--- config.mk ---
export PLATFORM = sky130hd
export DESIGN_NAME = uart_rx_fifo
export DESIGN_NICKNAME = d
export VERILOG_FILES = /design/src/rtl/uart_rx_fifo.sv
export SDC_FILE = /design/constraint.sdc
export NUM_CORES = 1
export LEC_CHECK = 0
export CORE_UTILIZATION = 35
export DETAILED_ROUTE_END_ITERATION = 8
export SLEW_MARGIN = 0
export SYNTH_ARGS = -nofsm -noshare
export SYNTH_HDL_FRONTEND = slang
export SYNTH_SLANG_ARGS = --single-unit
--- constraint.sdc ---
create_clock -name clk -period 2.75 [get_ports clk]
set_clock_uncertainty 0.1 [all_clocks]
set_input_delay 0.55 -clock clk [delete_from_list [all_inputs] [get_ports clk]]
set_output_delay 0.55 -clock clk [all_outputs]
set_load 0.03 [all_outputs]
--- src/rtl/uart_rx_fifo.sv ---
// uart_rx_fifo: receive-side byte FIFO sitting between a UART receiver and a CPU.
// Ports:
//   clk, reset        - single clock, asynchronous active-high reset
//   rx_done_tick      - push request from the receiver; rx_data is the byte
//   s_tick            - oversampling tick, drives the idle/timeout counter
//   rd_en             - CPU pop request (ignored while empty)
//   overrun_clr       - clears the sticky overrun flag
//   rd_data           - head entry, first-word-fall-through, 8'h00 when empty
//   empty/full/count  - fill status, combinational from registered state
//   overrun           - sticky: a byte was dropped because the FIFO was full
//   rx_irq            - count >= THRESH
//   timeout_irq       - registered; FIFO non-empty and idle for TO_TICKS s_ticks
module uart_rx_fifo #(
    parameter int DEPTH    = 16,
    parameter int THRESH   = 8,
    parameter int TO_TICKS = 512
) (
    input  logic                   clk,
    input  logic                   reset,
    input  logic                   rx_done_tick,
    input  logic [7:0]             rx_data,
    input  logic                   s_tick,
    input  logic                   rd_en,
    input  logic                   overrun_clr,
    output logic [7:0]             rd_data,
    output logic                   empty,
    output logic                   full,
    output logic [$clog2(DEPTH):0] count,
    output logic                   overrun,
    output logic                   rx_irq,
    output logic                   timeout_irq
);

    localparam int          AW     = $clog2(DEPTH);
    localparam int          CW     = AW + 1;
    localparam logic [15:0] TO_MAX = 16'(TO_TICKS);

    typedef enum logic [1:0] {S_EMPTY, S_PARTIAL, S_FULL} state_t;

    logic [7:0]    mem [DEPTH];
    logic [AW-1:0] wr_ptr_q, wr_ptr_d;
    logic [AW-1:0] rd_ptr_q, rd_ptr_d;
    logic [CW-1:0] count_q, count_d;
    state_t        state_q, state_d;
    logic          overrun_q, overrun_d;
    logic [15:0]   idle_q, idle_d;
    logic          timeout_q, timeout_d;
    logic          push, pop;

    // Pop only when something is stored; a push into a full FIFO is allowed
    // when the same cycle frees an entry.
    assign pop  = rd_en && !empty;
    assign push = rx_done_tick && (!full || pop);

    always_comb begin
        wr_ptr_d  = push ? wr_ptr_q + AW'(1) : wr_ptr_q;
        rd_ptr_d  = pop  ? rd_ptr_q + AW'(1) : rd_ptr_q;

        count_d = count_q;
        case ({push, pop})
            2'b10:   count_d = count_q + CW'(1);
            2'b01:   count_d = count_q - CW'(1);
            default: count_d = count_q;
        endcase

        // count moves by at most one per cycle, so no state is ever skipped
        if (count_d == '0)
            state_d = S_EMPTY;
        else if (count_d == CW'(DEPTH))
            state_d = S_FULL;
        else
            state_d = S_PARTIAL;

        // A drop is a receive while full with nothing leaving; a drop wins
        // over a simultaneous clear.
        if (rx_done_tick && full && !pop)
            overrun_d = 1'b1;
        else if (overrun_clr)
            overrun_d = 1'b0;
        else
            overrun_d = overrun_q;

        if (push || pop || empty)
            idle_d = '0;
        else if (s_tick && idle_q != TO_MAX)
            idle_d = idle_q + 16'd1;
        else
            idle_d = idle_q;

        // Evaluated on next-state values so the irq drops on the same edge
        // that a push or pop resets the idle counter.
        timeout_d = (idle_d == TO_MAX) && (count_d != '0);
    end

    always_ff @(posedge clk or posedge reset) begin
        if (reset) begin
            wr_ptr_q  <= '0;
            rd_ptr_q  <= '0;
            count_q   <= '0;
            state_q   <= S_EMPTY;
            overrun_q <= 1'b0;
            idle_q    <= '0;
            timeout_q <= 1'b0;
        end else begin
            wr_ptr_q  <= wr_ptr_d;
            rd_ptr_q  <= rd_ptr_d;
            count_q   <= count_d;
            state_q   <= state_d;
            overrun_q <= overrun_d;
            idle_q    <= idle_d;
            timeout_q <= timeout_d;
        end
    end

    // Storage is not reset; the pointers and count define what is valid.
    always_ff @(posedge clk) begin
        if (push)
            mem[wr_ptr_q] <= rx_data;
    end

    assign empty       = (state_q == S_EMPTY);
    assign full        = (state_q == S_FULL);
    assign count       = count_q;
    assign rx_irq      = (count_q >= CW'(THRESH));
    assign overrun     = overrun_q;
    assign timeout_irq = timeout_q;
    assign rd_data     = empty ? 8'h00 : mem[rd_ptr_q];

endmodule

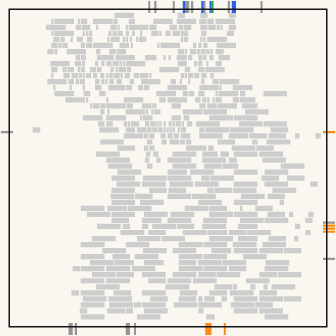
Fig. 1. Pin map (run 1).
Pins as bars across the die edge, other pins in gray.
Key: orange = `rd_data` [pins 8, direction output, edge 4 east, 4 south]; blue = `count` [pins 5, direction output, edge north]; green = `overrun_clr` [pins 1, direction input, edge north]
All pins by edge: 15 north, 10 south, 6 east, 1 west.

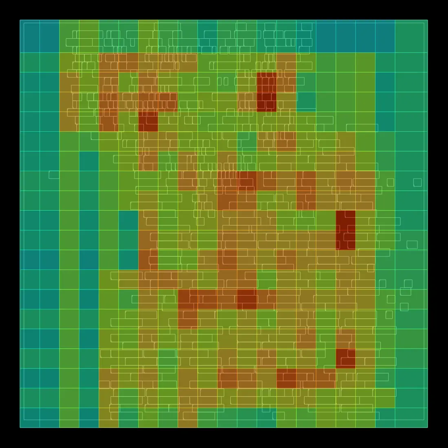
Fig. 2. Track usage over the die (run 1).
per-cell routed wire length: 18.4 um
GRT Util Overall: 0.151

==> out/summary.rpt, run 1 <==
====================================================================================
Clock network area share                                                      0.0712
Placement row count                                                               51
Finished Core Util                                                             0.437
Initial antenna violation count                                                    0
Flip-flop and latch count                                                        161
Type of element capturing the critical path                               output pin
Antenna cell count                                                                 0
Worst Slack Setup Final                                                    -0.300 ns
Post-CTS Hold Buffers                                                              0
Violations in the final reports                                         setup timing
Master cell of the clock root buffer                                       clkbuf_16
DR top layer                                                                    met4
Top area cell types                                                     edfxtp_1 (56%), mux4_2 (13%), dfrtp_1 (12%)
Met2 Track Usage GR                                                            0.247
Net switching component of the power                                         2.70 mW
Global-route congestion overflow total                                             0
Biggest consumer                                                        sequential cells
Total non-filler cell area in the finished layout                       0.00848 sq mm
Commonest non-fill, non-tap cell in the layout                              edfxtp_1
Setup violators final                                                              8
Clock insertion delay at the later pin of the skew report                    0.42 ns
Global-route track usage on met3                                              0.0316
Initial DRT Pass Iterations                                                        5
Synth Area in Adders                                                          0.0163
Power consumed by combinational cells                                        2.95 mW
GP Congestion                                                                  0.851
Routed met1 length                                                           6310 um
Total Die Area                                                          0.0203 sq mm
Accumulated negative setup slack                                            -2.22 ns
Largest vdd supply drop                                                       449 uV
Worst R2R Start                                                         state_q[1]$_DFF_PP0_
Routed Antenna Nets                                                                0
Status                                                                  finished with violations
Ordered list of cells on the worst path                                 buf_12 -> mux4_2 -> mux4_2 -> nor2b_1 -> buf_4
Post-synth EDFFs                                                                 128
Share of flip-flops with an asynchronous set or reset after synthesis          0.205
First-pass GRT wire length                                                 22,200 um
Yosys warning count                                                                0
Worst Path Arrival                                                           2.40 ns
H-tree depth                                                                       4
Placeable core area                                                     0.0194 sq mm
Kind of launch point of the worst setup path                                register
====================================================================================
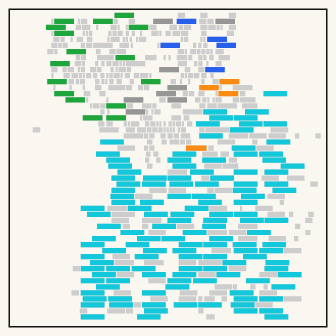
Fig. 3. Sequential cells colored by netlist name (run 1).
Other sequential cells in the stronger gray, the rest of the logic in the fainter gray.
Key: blue = `count` [sequential cells 5]; green = `idle_q` [sequential cells 16, where north-west]; cyan = `mem` [sequential cells 128]; orange = `rd_ptr_q` [sequential cells 4]
Another 8 sequential cells are not colored.

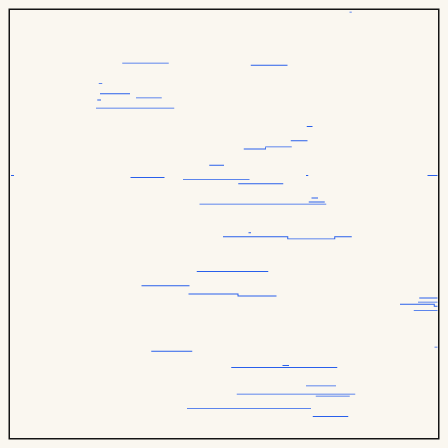
Fig. 4. Met3 routing (run 1).
26 nets have wire on it. The layer carries 509 um of wire. The layer holds 3.6% of the routed length. The longest straight run is 41.9 um.

[run 1: worst register-to-register path, cell delays in order, from the launching register on]
cell	delay [ns]
dfrtp_1	0.41
nor2b_4	0.14
nor2b_1	0.15
nor2_2	0.15
inv_2	0.06
ha_1	0.19
o21ai_1	0.15
nor2_1	0.07
a21o_1	0.19
or4_4	0.53
a2111oi_2	0.35
[run 1: cells in the mapped netlist (all sizes together), types with 2 or more instances]
cell type / number
and3: 5
nand2: 16
nand4: 9
nor4: 9
xor2: 11
a41oi: 2
o21ai: 7
and4: 2
ha: 9
dfrtp: 33
and2: 9
edfxtp: 128
xnor2: 17
nand3: 12
nor3: 5
o31ai: 2
clkbuf: 15
nor3b: 2
a21oi: 2
mux2: 2
nor2b: 10
nor2: 33
buf: 8
mux4: 40
inv: 18
[run 1: how the worst max path moves through the flow]
stage                            startpoint               endpoint  slack, ns  cells after the start
floorplan              state_q[1]$_DFF_PP0_  timeout_irq$_DFF_PP0_      -0.04                     11
global placement                      rd_en  timeout_irq$_DFF_PP0_      -0.30                     11
detailed placement                    rd_en  timeout_irq$_DFF_PP0_      -0.40                     11
CTS                 rd_ptr_q[0]$_DFFE_PP0N_             rd_data[7]      -0.34                      6
global route        rd_ptr_q[0]$_DFFE_PP0N_             rd_data[4]      -0.38                      5
finish              rd_ptr_q[0]$_DFFE_PP0N_             rd_data[1]      -0.30                      5
[run 1: state kept, by name (all words and copies together) (netlist names)]
register	count
mem	128
state_q	2
wr_ptr_q	4
count	5
rd_ptr_q	4
timeout_irq	1
overrun	1
idle_q	16
Fig. 5: run 1, signal wires by layer
Two of the layers only.
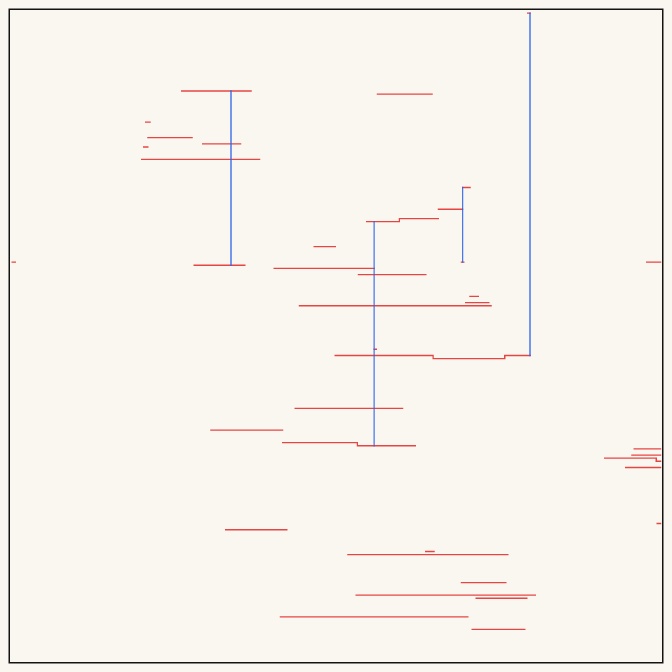

--- run 2 (diff from run 1) ---
==> constraint.sdc (replaced) <==
create_clock -name clk -period 2.8 [get_ports clk]
set_clock_uncertainty 0.1 [all_clocks]
set_input_delay 0.56 -clock clk [delete_from_list [all_inputs] [get_ports clk]]
set_output_delay 0.56 -clock clk [all_outputs]
set_load 0.03 [all_outputs]
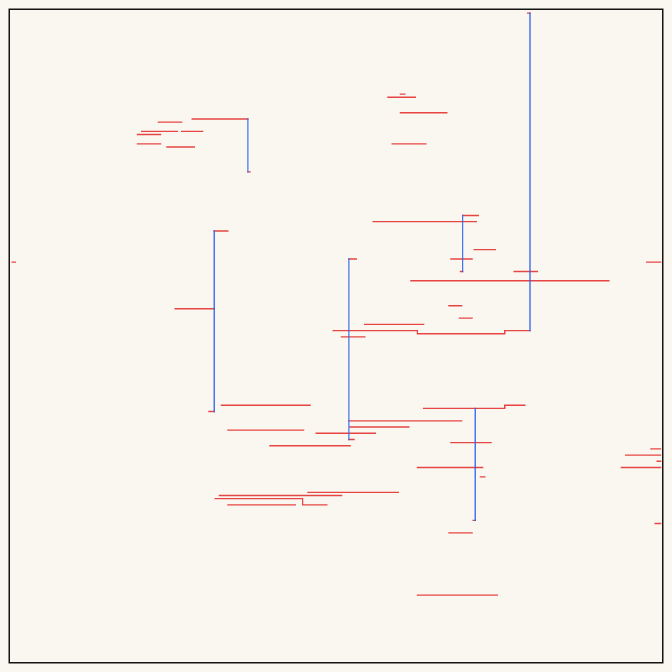
Fig. 6. Signal wires by layer (run 2).
Two of the layers only.
Key: red = M3 [wire length 521 um]; blue = M4 [wire length 197 um]

==> run 2 against run 1 <==
  * The flow still finishes with violations (setup timing)
  * First-iteration DRC count shrank 44%
  * Global-route usage is essentially flat
  * Sequential power shrank 3%
  * Largest cell class unchanged
  * Final cell count grew 0.39%
  * Synthesized area is the same
  * Largest power group unchanged
==> out/summary.rpt, run 2 <==
====================================================================================
Finished Core Util                                                             0.436   -0.000903
Largest vdd supply drop                                                       485 uV   +8.0%
Yosys warning count                                                                0   unchanged
Post-CTS Hold Buffers                                                              0   unchanged
Register ranked first by flip-flop count                                         mem
Worst Slack Setup Final                                                    -0.261 ns   +0.0383 ns
Share of flip-flops with an asynchronous set or reset after synthesis          0.205   unchanged
Setup violators final                                                              8   unchanged
Worst Path Arrival                                                           2.40 ns   about the same
Placement row count                                                               51   unchanged
Synth-to-layout area growth                                                    22.5%
Ordered list of cells on the worst path                                 buf_4 -> buf_16 -> mux4_2 -> mux4_2 -> nor2b_1 -> buf_4
Antenna cell count                                                                 0   unchanged
Master cell of the clock root buffer                                       clkbuf_16
Global-route congestion overflow total                                             0   unchanged
Library cell with the highest instance count after synthesis                edfxtp_1
Clock insertion delay at the later pin of the skew report                    0.42 ns   about the same
Accumulated negative setup slack                                            -2.01 ns   +0.209 ns
Total Die Area                                                          0.0203 sq mm   unchanged
First-pass GRT wire length                                                 22,000 um   -0.99%
Post-synth EDFFs                                                                 128   unchanged
Top area cell types                                                     edfxtp_1 (56%), mux4_2 (13%), dfrtp_1 (12%)
Routed Antenna Nets                                                                0   unchanged
H-tree depth                                                                       4   unchanged
List of most frequent post-synthesis cells                              edfxtp_1 (128), mux4_2 (40), dfrtp_1 (33), nor2_1 (33), inv_1 (18)
Violations in the final reports                                         setup timing
Type of element capturing the critical path                               output pin
Initial DRT Pass Iterations                                                        6   +1
Per-cell routed wire length                                                  18.5 um   +0.57%
Kind of launch point of the worst setup path                                register
Post-detailed-routing wire length                                          14,200 um
GP Congestion                                                                  0.848   -0.35%
Total non-filler cell area in the finished layout                       0.00846 sq mm   -0.21%
Placeable core area                                                     0.0194 sq mm   unchanged
Status                                                                  finished with violations
====================================================================================
-- run 2: logic make-up (layout without fill, tap and decap cells) --
logic type | after synthesis | in the layout | share of synthesized area
AOI/OAI and AO/OA | 20 | 20 | 0.0199
buffers and inverters | 41 | 126 | 0.0237
and+or+nand+nor | 118 | 118 | 0.0933
DFF | 161 | 161 | 0.676
adders and majority gates | 9 | 9 | 0.0163
xor gates and xnor gates | 28 | 28 | 0.0355
muxes | 43 | 43 | 0.135
-- run 2: report_power, final --
| group | switching (mW) | internal (mW) |
|---|---|---|
| clock network | 0.949 | 1.23 |
| logic | 1.51 | 1.48 |
| registers | 0.221 | 2.88 |
-- run 2: path summary, 6_finish.rpt --
kind	from	slack, ns	cells past startpoint	endpoint
min reg2reg	overrun$_DFFE_PP0P_	0.43	2	overrun$_DFFE_PP0P_
min in group clk	overrun$_DFFE_PP0P_	0.43	2	overrun$_DFFE_PP0P_
max	rd_ptr_q[0]$_DFFE_PP0N_	-0.26	6	rd_data[0]
min	reset	0.43	3	idle_q[2]$_DFF_PP0_
max in group asynchronous	reset	1.84	3	rd_ptr_q[0]$_DFFE_PP0N_
max reg2reg	state_q[1]$_DFF_PP0_	0.23	10	timeout_irq$_DFF_PP0_
-- run 2: layout make-up --
class	instances	area, sq um	share of cell area
well taps	265	332	0.0392
clock buffers	18	429	0.0507
flip-flops and latches	161	4670	0.552
clock inverters	14	129	0.0152
repair buffers	76	706	0.0834
inverters	18	67.6	0.00799
multi-input cells	218	2120	0.251
-- run 2: per-layer routing --
layer  routed length, um  track usage
met5                   0            0
met1                6310        0.195
met2                7190        0.247
met4                 196       0.0606
met3                 521       0.0367
-- run 2: repair_timing --
item / in CTS / in global routing
resized: 51 / 7
buffers inserted: 5 / 0
setup endpoints to repair: 8 / 9
cloned: 2 / 1
Power figures rest on the tool's default switching activity, not on a simulated workload.
